### src/rtl/tcam_search.sv
// Sequential ternary-CAM search: scans an external entry RAM for the lowest matching index.
// Optional TCAM_SEARCH_MULTIHIT_EN: full scan with multi-match reporting instead of early exit.
//
// state  | meaning
// IDLE   | waiting for a key, key_ready high
// SCAN   | stepping rd_addr and comparing returned entries
// RESULT | result presented, held until res_ready
module tcam_search #(
  parameter int KEY_WIDTH  = 8,
  parameter int ADDR_WIDTH = 8
) (
  input  logic                    clk,
  input  logic                    rst_n,
  input  logic                    key_valid,
  output logic                    key_ready,
  input  logic [KEY_WIDTH-1:0]    key,
  output logic [ADDR_WIDTH-1:0]   rd_addr,
  input  logic [2*KEY_WIDTH-1:0]  rd_data,
  output logic                    busy,
  output logic                    res_valid,
  input  logic                    res_ready,
  output logic                    res_hit,
  output logic [ADDR_WIDTH-1:0]   res_index,
  output logic                    res_multi
);

  localparam logic [ADDR_WIDTH-1:0] LAST = '1;

  typedef enum logic [1:0] {IDLE, SCAN, RESULT} state_t;

  state_t                state, state_next;
  logic [KEY_WIDTH-1:0]  key_q;
  logic [ADDR_WIDTH-1:0] cnt;
  logic [ADDR_WIDTH-1:0] addr_q;
  logic                  dv;
  logic                  hit_q, hit_n;
  logic [ADDR_WIDTH-1:0] idx_q, idx_n;
  logic [KEY_WIDTH-1:0]  ent_mask, ent_value;
  logic                  match, last;
  logic                  accept;
`ifdef TCAM_SEARCH_MULTIHIT_EN
  logic                  multi_q, multi_n;
`endif

  assign ent_mask  = rd_data[2*KEY_WIDTH-1:KEY_WIDTH];
  assign ent_value = rd_data[KEY_WIDTH-1:0];
  // An all-zero mask marks an empty slot, which must never match.
  assign match  = dv && (ent_mask != '0) && (((ent_value ^ key_q) & ent_mask) == '0);
  assign last   = dv && (addr_q == LAST);
  assign accept = (state == IDLE) && key_valid;

  always_comb begin
    state_next = state;
    hit_n      = hit_q;
    idx_n      = idx_q;
`ifdef TCAM_SEARCH_MULTIHIT_EN
    multi_n    = multi_q;
`endif
    case (state)
      IDLE: begin
        if (key_valid) state_next = SCAN;
      end
      SCAN: begin
`ifdef TCAM_SEARCH_MULTIHIT_EN
        if (match) begin
          if (hit_q) begin
            multi_n = 1'b1;
          end else begin
            hit_n = 1'b1;
            idx_n = addr_q;
          end
        end
        if (last) state_next = RESULT;
`else
        if (match) begin
          hit_n      = 1'b1;
          idx_n      = addr_q;
          state_next = RESULT;
        end else if (last) begin
          state_next = RESULT;
        end
`endif
      end
      RESULT: begin
        if (res_ready) state_next = IDLE;
      end
      default: state_next = IDLE;
    endcase
  end

  always_ff @(posedge clk or negedge rst_n) begin
    if (!rst_n) begin
      state   <= IDLE;
      key_q   <= '0;
      cnt     <= '0;
      addr_q  <= '0;
      dv      <= 1'b0;
      hit_q   <= 1'b0;
      idx_q   <= '0;
`ifdef TCAM_SEARCH_MULTIHIT_EN
      multi_q <= 1'b0;
`endif
    end else begin
      state  <= state_next;
      addr_q <= cnt;
      // Data returned after leaving SCAN belongs to no search; drop it.
      dv     <= (state == SCAN) && (state_next == SCAN);
      if (accept) begin
        key_q   <= key;
        cnt     <= '0;
        hit_q   <= 1'b0;
        idx_q   <= '0;
`ifdef TCAM_SEARCH_MULTIHIT_EN
        multi_q <= 1'b0;
`endif
      end else begin
        if ((state == SCAN) && (cnt != LAST)) cnt <= cnt + 1'b1;
        hit_q   <= hit_n;
        idx_q   <= idx_n;
`ifdef TCAM_SEARCH_MULTIHIT_EN
        multi_q <= multi_n;
`endif
      end
    end
  end

  assign key_ready = (state == IDLE);
  assign busy      = (state != IDLE);
  assign rd_addr   = (state == SCAN) ? cnt : '0;
  assign res_valid = (state == RESULT);
  assign res_hit   = hit_q;
  assign res_index = idx_q;
`ifdef TCAM_SEARCH_MULTIHIT_EN
  assign res_multi = multi_q;
`else
  assign res_multi = 1'b0;
`endif

endmodule

### config.mk
export PLATFORM = sky130hd
export DESIGN_NAME = tcam_search
export DESIGN_NICKNAME = d
export VERILOG_FILES = /design/src/rtl/tcam_search.sv
export SDC_FILE = /design/constraint.sdc
export NUM_CORES = 1
export LEC_CHECK = 0
export CAP_MARGIN = 10
export CORE_ASPECT_RATIO = 1.1
export CORE_MARGIN = 2
export CORE_UTILIZATION = 35
export DETAILED_ROUTE_END_ITERATION = 10
export PLACE_DENSITY = 0.7
export SLEW_MARGIN = 20
export SYNTH_ARGS = -nofsm -noshare
export SYNTH_HDL_FRONTEND = slang
export SYNTH_SLANG_ARGS = --single-unit
### constraint.sdc
create_clock -name clk -period 2.05 [get_ports clk]
set_input_delay 0.41 -clock clk [delete_from_list [all_inputs] [get_ports clk]]
set_output_delay 0.41 -clock clk [all_outputs]
set_load 0.01 [all_outputs]
**Placed cells, one color a class**

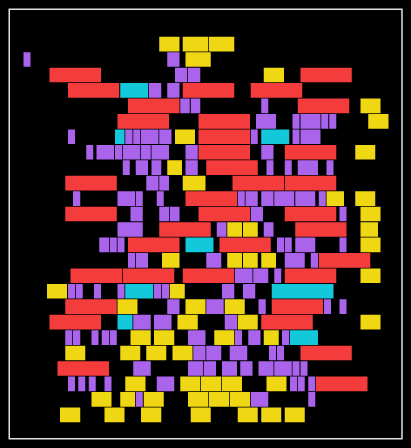
class	color	cells	share of their area
clock drivers and dummy loads	cyan	8	4.9%
remaining logic cells	purple	123	31%
remaining buffers and delay cells	yellow	57	25%
registers	red	36	40%

**I/O nets highlighted**

Scale bar: 20 um.
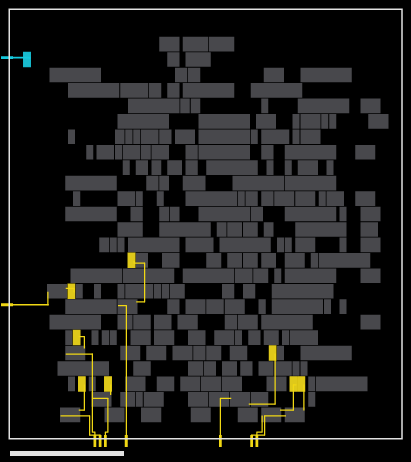
port	color	bits	direction	end cells	buffers	wire
res_multi	cyan	1	output	1	0	3.20 um
key	yellow	8	input	8	8	143 um

**Floorplan with the power grid**

Scale bar: 20 um. Pins as bars on the die edge.
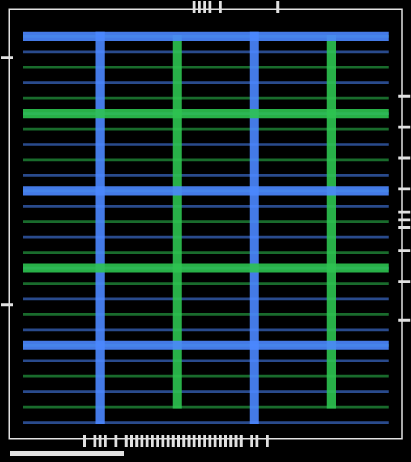
net	color
VSS	blue
VDD	green
met5 straps	5
signal pins	49
rows	25
met1 rails	26
met4 straps	4
die height: 75.36 um
core area: 0.004379 mm^2
Peak supply drop: 0.5349 mV

==> impl_metrics.env <==
# yosys + openroad results
export IMPL_status="finished clean"
export IMPL_fmax_mhz=504.2
export IMPL_fill_cells=396
export IMPL_clkPwrFrac=0.229
export IMPL_antenna_found_initial=0
export IMPL_ff_count=36
export IMPL_buffers=57
export IMPL_critPathBufInv=3
export IMPL_sh_seq_area=0.3877
export IMPL_internal_power_mw=1.810
export IMPL_comb_power_share=0.369
export IMPL_switching_power_uw=897.6
export IMPL_dp_slack_ns=-0.06458
export IMPL_hold_viol_final=0
export IMPL_top_cell="nand2_1"
export IMPL_ff_type="dfrtp_1"
export IMPL_start_kind="register"
export IMPL_path_delay_family="buffers and inverters"
export IMPL_fin_cells=278
export IMPL_finalPower_mw=2.708
export IMPL_reg2reg_to="res_index[3]"
export IMPL_layout_cells_most_common="nand2_1"
export IMPL_gr_total_overflow=0
export IMPL_wl_per_cell_um=12.56
export IMPL_setup_worst_path_end="rd_addr[7]"
export IMPL_finalInstanceArea_mm2=0.002323
export IMPL_syn_avg_cell_area_um2=9.820
export IMPL_synthCells=165
export IMPL_rows=25
export IMPL_syn_nets=194
export IMPL_top_area_frac=0.5560
export IMPL_vias=1291
export IMPL_use_met2=0.2671
export IMPL_ys_ff=36
export IMPL_chipArea_mm2=0.005190
export IMPL_slowest_delay_ns=0.42
export IMPL_die_x_um=68.88
export IMPL_crit_chain="nor2b_2 > buf_4 > clkdlybuf4s15_2 > and2_1 > clkdlybuf4s15_1"
export IMPL_first_iter_violations=49
export IMPL_hold_start="cnt[1]"
export IMPL_async_flop_share=1.000
export IMPL_maxSlewViolCount=0
export IMPL_grt_setup_unrepaired="true"
export IMPL_edf_count=0
export IMPL_use_met3=0.05318
export IMPL_layout_drive_gt1_share=0.08929
export IMPL_tns_ns=0
export IMPL_drt_wl_total_um=3492
export IMPL_tritoncts="done"
export IMPL_grt_pass1_wl_um=5982
export IMPL_comb_area_frac=0.2811
export IMPL_grt_max_degree=37
export IMPL_seq_area_um2=900.9
export IMPL_portBuffers=47
export IMPL_yosysUniqueCellTypes=26
export IMPL_layout_top_cells="42 x nand2_1, 39 x clkdlybuf4s50_1, 36 x dfrtp_1"
export IMPL_tap_cells=54
export IMPL_cts_setup_buffers=3
export IMPL_wl_met1_um=1496
export IMPL_synth_area_mm2=0.001620
export IMPL_wl_met3_um=125
export IMPL_maxCapViolCount=0
export IMPL_worst_pin_slew_ns=0.5902
export IMPL_htreeDepth=2
export IMPL_path_clk_slew_ns=0.07
export IMPL_place_congestion=0.7868
export IMPL_critPathMaxFanout=4
export IMPL_ys_area_mm2=0.001620
export IMPL_core_util_floorplan=0.3700
export IMPL_post_place_cells=265
export IMPL_dr_pass1_iters=4
export IMPL_synth_cellmix_adderShare=0.007722
export IMPL_combinationalPower_uw=998
export IMPL_rr_worst_depth=6
export IMPL_ant_nets=0
export IMPL_pg_seq_mw=1.09
export IMPL_synthAoiAreaFrac=0.04633
export IMPL_cp_required_ns=1.64
export IMPL_xor_share=0.07027
export IMPL_yosys_warnings=0
export IMPL_criticalPathCategory="reg2out"
